$ cat src/rtl/mask_pair_streamer_if.sv
// Block-offer / beat-stream bundle for mask_pair_streamer.
// slave is the streamer's view; master is the producer/consumer side.
interface mask_pair_streamer_if;
    logic         ivalid;
    logic         oready;
    logic [15:0]  bitmaskW;
    logic [15:0]  bitmaskA;
    logic [127:0] dataW;
    logic [127:0] dataA;
    logic         ovalid;
    logic         iready;
    logic [7:0]   odataW;
    logic [7:0]   odataA;
    logic [3:0]   oindex;
    logic         olast;
    logic         oempty;
    logic [4:0]   ocount;

    modport slave (
        input  ivalid, bitmaskW, bitmaskA, dataW, dataA, iready,
        output oready, ovalid, odataW, odataA, oindex, olast, oempty, ocount
    );

    modport master (
        output ivalid, bitmaskW, bitmaskA, dataW, dataA, iready,
        input  oready, ovalid, odataW, odataA, oindex, olast, oempty, ocount
    );
endinterface

$ cat src/rtl/mask_pair_streamer.sv
// Streams the byte pairs of lanes set in both presence masks, lowest lane first.
// MASK_PAIR_STREAMER_EMPTY_BEAT_EN: a zero-match block emits one oempty beat.
module mask_pair_streamer (
    input  logic                  clock,
    input  logic                  resetn,
    mask_pair_streamer_if.slave   bus
);

    typedef enum logic {IDLE, STREAM} streamState_t;

    streamState_t state, nextState;
    logic [15:0]  remMask;
    logic [15:0]  matchMask;
    logic [127:0] dataWReg;
    logic [127:0] dataAReg;
    logic [4:0]   countReg;
    logic [4:0]   matchCount;
    logic [3:0]   lowIdx;
    logic         accept;
    logic         beatTaken;
    logic         isLast;
`ifdef MASK_PAIR_STREAMER_EMPTY_BEAT_EN
    logic         emptyReg;
`endif

    assign matchMask = bus.bitmaskW & bus.bitmaskA;
    assign accept    = bus.ivalid && bus.oready;
    assign beatTaken = bus.ovalid && bus.iready;

    always_comb begin
        matchCount = '0;
        for (int unsigned i = 0; i < 16; i++) begin
            matchCount = matchCount + 5'(matchMask[i]);
        end
    end

    // Lowest set bit of the remaining mask selects the current lane.
    always_comb begin
        lowIdx = '0;
        for (int unsigned i = 16; i > 0; i--) begin
            if (remMask[i-1]) begin
                lowIdx = 4'(i-1);
            end
        end
    end

    always_comb begin
        isLast = (remMask != '0) && ((remMask & (remMask - 16'd1)) == '0);
`ifdef MASK_PAIR_STREAMER_EMPTY_BEAT_EN
        isLast = isLast || emptyReg;
`endif
    end

    always_comb begin
        nextState = state;
        case (state)
            IDLE: begin
                if (accept) begin
`ifdef MASK_PAIR_STREAMER_EMPTY_BEAT_EN
                    nextState = STREAM;
`else
                    if (matchMask != '0) begin
                        nextState = STREAM;
                    end
`endif
                end
            end
            STREAM: begin
                if (beatTaken && isLast) begin
                    nextState = IDLE;
                end
            end
            default: nextState = IDLE;
        endcase
    end

    // Beat outputs come only from registers; all zero outside STREAM.
    always_comb begin
        bus.oready = resetn && (state == IDLE);
        bus.ovalid = 1'b0;
        bus.odataW = '0;
        bus.odataA = '0;
        bus.oindex = '0;
        bus.olast  = 1'b0;
        bus.oempty = 1'b0;
        bus.ocount = '0;
        if (state == STREAM) begin
            bus.ovalid = 1'b1;
            bus.odataW = dataWReg[{lowIdx, 3'b000} +: 8];
            bus.odataA = dataAReg[{lowIdx, 3'b000} +: 8];
            bus.oindex = lowIdx;
            bus.olast  = isLast;
            bus.ocount = countReg;
`ifdef MASK_PAIR_STREAMER_EMPTY_BEAT_EN
            bus.oempty = emptyReg;
            if (emptyReg) begin
                bus.odataW = '0;
                bus.odataA = '0;
            end
`endif
        end
    end

    always_ff @(posedge clock or negedge resetn) begin
        if (!resetn) begin
            state <= IDLE;
        end else begin
            state <= nextState;
        end
    end

    always_ff @(posedge clock or negedge resetn) begin
        if (!resetn) begin
            remMask  <= '0;
            dataWReg <= '0;
            dataAReg <= '0;
            countReg <= '0;
`ifdef MASK_PAIR_STREAMER_EMPTY_BEAT_EN
            emptyReg <= 1'b0;
`endif
        end else if (accept) begin
            remMask  <= matchMask;
            dataWReg <= bus.dataW;
            dataAReg <= bus.dataA;
            countReg <= matchCount;
`ifdef MASK_PAIR_STREAMER_EMPTY_BEAT_EN
            emptyReg <= (matchMask == '0);
`endif
        end else if (beatTaken) begin
            remMask  <= remMask & (remMask - 16'd1);
`ifdef MASK_PAIR_STREAMER_EMPTY_BEAT_EN
            emptyReg <= 1'b0;
`endif
        end
    end

endmodule

$ cat src/flat_wrapper.sv
// flat-port wrapper written by rule: the top's interface ports become plain ports
module mask_pair_streamer_flat 
  (clock, resetn, bus_ivalid, bus_bitmaskW, bus_bitmaskA, bus_dataW, bus_dataA, bus_iready, bus_oready, bus_ovalid, bus_odataW, bus_odataA, bus_oindex, bus_olast, bus_oempty, bus_ocount);
  mask_pair_streamer_if bus_i ();
  input  logic clock;
  input  logic resetn;
  input wire logic [$bits(bus_i.ivalid)-1:0] bus_ivalid;
  input wire logic [$bits(bus_i.bitmaskW)-1:0] bus_bitmaskW;
  input wire logic [$bits(bus_i.bitmaskA)-1:0] bus_bitmaskA;
  input wire logic [$bits(bus_i.dataW)-1:0] bus_dataW;
  input wire logic [$bits(bus_i.dataA)-1:0] bus_dataA;
  input wire logic [$bits(bus_i.iready)-1:0] bus_iready;
  output wire logic [$bits(bus_i.oready)-1:0] bus_oready;
  output wire logic [$bits(bus_i.ovalid)-1:0] bus_ovalid;
  output wire logic [$bits(bus_i.odataW)-1:0] bus_odataW;
  output wire logic [$bits(bus_i.odataA)-1:0] bus_odataA;
  output wire logic [$bits(bus_i.oindex)-1:0] bus_oindex;
  output wire logic [$bits(bus_i.olast)-1:0] bus_olast;
  output wire logic [$bits(bus_i.oempty)-1:0] bus_oempty;
  output wire logic [$bits(bus_i.ocount)-1:0] bus_ocount;
  assign bus_i.ivalid = bus_ivalid;
  assign bus_i.bitmaskW = bus_bitmaskW;
  assign bus_i.bitmaskA = bus_bitmaskA;
  assign bus_i.dataW = bus_dataW;
  assign bus_i.dataA = bus_dataA;
  assign bus_i.iready = bus_iready;
  assign bus_oready = bus_i.oready;
  assign bus_ovalid = bus_i.ovalid;
  assign bus_odataW = bus_i.odataW;
  assign bus_odataA = bus_i.odataA;
  assign bus_oindex = bus_i.oindex;
  assign bus_olast = bus_i.olast;
  assign bus_oempty = bus_i.oempty;
  assign bus_ocount = bus_i.ocount;
  mask_pair_streamer u_core (.clock(clock), .resetn(resetn), .bus(bus_i));
endmodule
$ cat config.mk
export PLATFORM = sky130hd
export DESIGN_NAME = mask_pair_streamer_flat
export DESIGN_NICKNAME = d
export VERILOG_FILES = /design/src/rtl/mask_pair_streamer_if.sv /design/src/rtl/mask_pair_streamer.sv /design/src/flat_wrapper.sv
export SDC_FILE = /design/constraint.sdc
export NUM_CORES = 1
export LEC_CHECK = 0
export CORE_UTILIZATION = 46
export CTS_CLUSTER_SIZE = 16
export DETAILED_ROUTE_END_ITERATION = 8
export PLACE_DENSITY = 0.77
export SYNTH_ARGS = -nofsm -noshare
export SYNTH_HDL_FRONTEND = slang
export SYNTH_SLANG_ARGS = --single-unit
$ cat constraint.sdc
create_clock -name clock -period 2.71 [get_ports clock]
set_input_delay 0.271 -clock clock [delete_from_list [all_inputs] [get_ports clock]]
set_output_delay 0.271 -clock clock [all_outputs]
set_load 0.005 [all_outputs]
**Cell area per tile**

18 x 18 tiles, from black (low) to pale yellow (high), 0 to 100% covered.
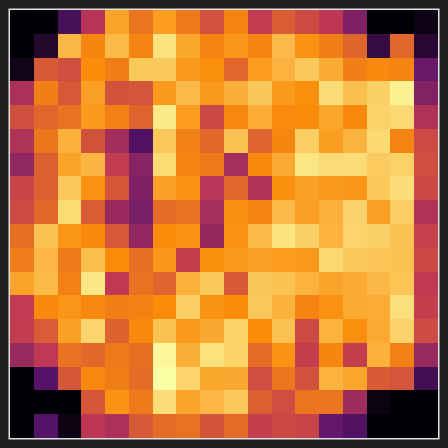
nearly empty tiles: 4.6%
tiles over 75% full: 45%
mean over tiles: 66%
final core area utilization: 70.48%
Floorplan Core Area: 29560 um2
fp_density: 46.68%

**Wiring by layer**

The bar under the picture is 50 um long. Two of the layers only.
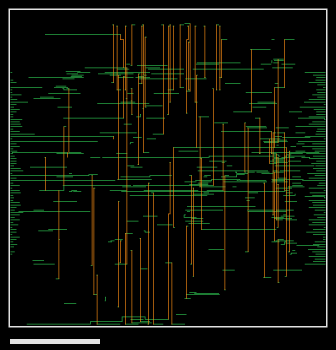
[green] metal 3 | wire length: 3690 um
[orange] metal 4 | wire length: 2920 um
wirelength, routed: 49260 um
count of vias placed by the detailed router: 14020

**Congestion heat map**

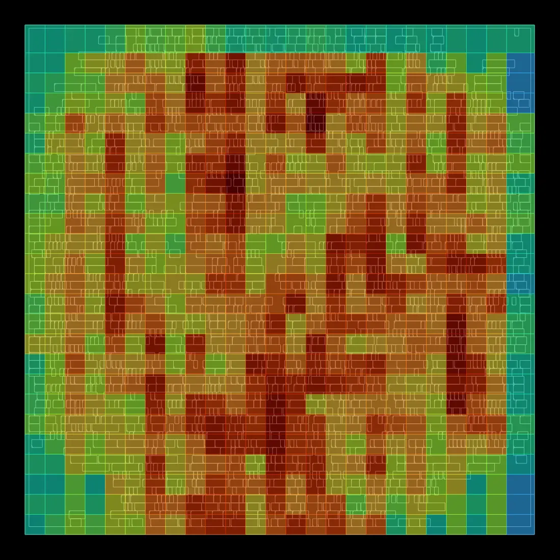
GRT Max-Usage Layer: met2
routed wirelength normalized by instance count: 19.46 um
met1 layer usage reported by global route: 41.21%
routing usage on met3: 5.200%

==> flow_metrics.rpt <==
=== SYNTHESIS / PLACE & ROUTE SUMMARY ===
----------------------------------------------------
[STA]
  Final Hold Fails ........................ 0
  Part of the cycle the worst path needs ........................ 131.8%
  Total of endpoints with negative setup slack in the final report ........................ 27
  Worst relative slew slack ........................ 45.08%
  Final number of max-transition violations ........................ 0
  Slack of the critical path ........................ -0.8622 ns
  Maximum frequency from static timing analysis ........................ about 0.28 GHz

[Critical path]
  Critical path class ........................ reg -> out
  Arrival @ worst endpoint ........................ ~3.3 ns
  CP Cell Sequence ........................ or3_4 -> a221oi_2 -> buf_4 -> o21ai_4 -> nand2_4 -> buf_12 -> buf_6 -> buf_4 -> mux4_2 -> a22oi_2 -> buf_4 -> o21ai_2 -> buf_2
  Critical path data required time ........................ 2.44 ns

[GRT]
  Overall fraction of global-route tracks in use ........................ roughly a third
  First-pass GRT wire length ........................ between 70000 and 80000 um

[Floorplan]
  Tap Count ........................ roughly 390

[Final layout]
  Non-clock buffer share of cell area ........................ 25.27%
  Clock-cell share of area ........................ under 10%
  Antenna Diode Count ........................ 3

[Synthesis]
  Post-synth mux share ........................ roughly 2%
  Number of different library cells in the post-synthesis netlist ........................ approximately 71

[Power]
  Highest-power group ........................ combinational cells
  Net Switching ........................ around 12 mW
  Design internal power ........................ 17.47 mW
  Clock network power ........................ between 4 and 5 mW

[Clock network]
  Clock network latency to the later pin of the worst-skew pair ........................ approximately 0.56 ns

[Status]
  Result of the run ........................ finished with violations
  Violated checks ........................ negative setup slack

[Job]
  Maximum capacitance violations ........................ 0

[Routing]
  DR WL met2 ........................ approximately 23000 um
  Routed Antenna Nets ........................ 0
  Iteration count of the initial detailed-routing pass ........................ 7

----------------------------------------------------
**Sequential cells colored by netlist name**

The bar under the picture is 50 um long.
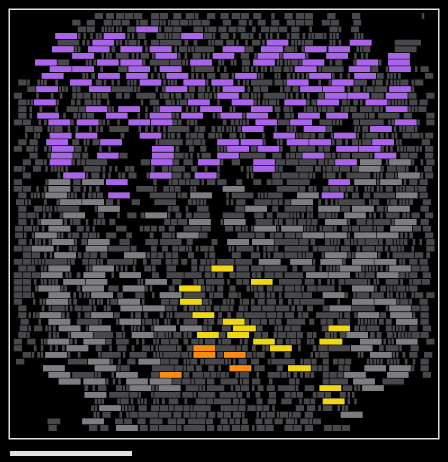
[purple] u_core.dataWReg | sequential cells: 128
[orange] u_core.countReg | sequential cells: 5 | where: south
[yellow] u_core.remMask | sequential cells: 16 | where: south
power of the sequential group: 7.51 mW
sequential share of cell area: 33.41%
area taken by flip-flops and latches: 6960 um2

**Placement by cell class**

The bar under the picture is 50 um long. Fill, decap, tap and diode cells in gray.
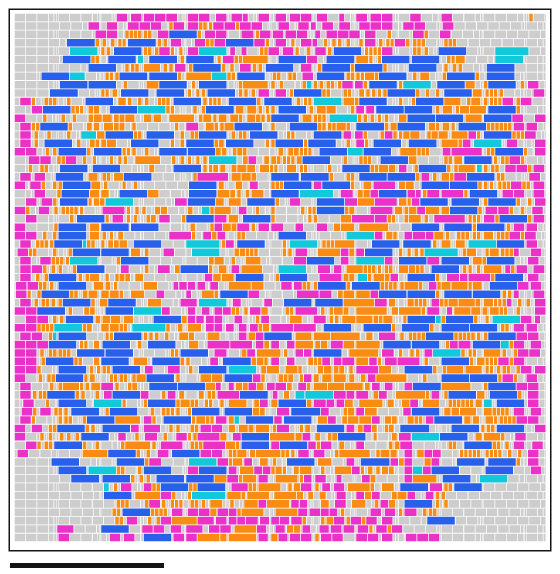
[cyan] clock drivers and dummy loads | cells: 53 | share of their area: 5.1%
[orange] combinational and other logic | cells: 1268 | share of their area: 35%
[magenta] other buffers and delay cells | cells: 540 | share of their area: 26%
[blue] flops | cells: 278 | share of their area: 34%
count of standard-cell rows: 63
post-route cell area: 20830 um2

Power is estimated from default activity; no workload was simulated.
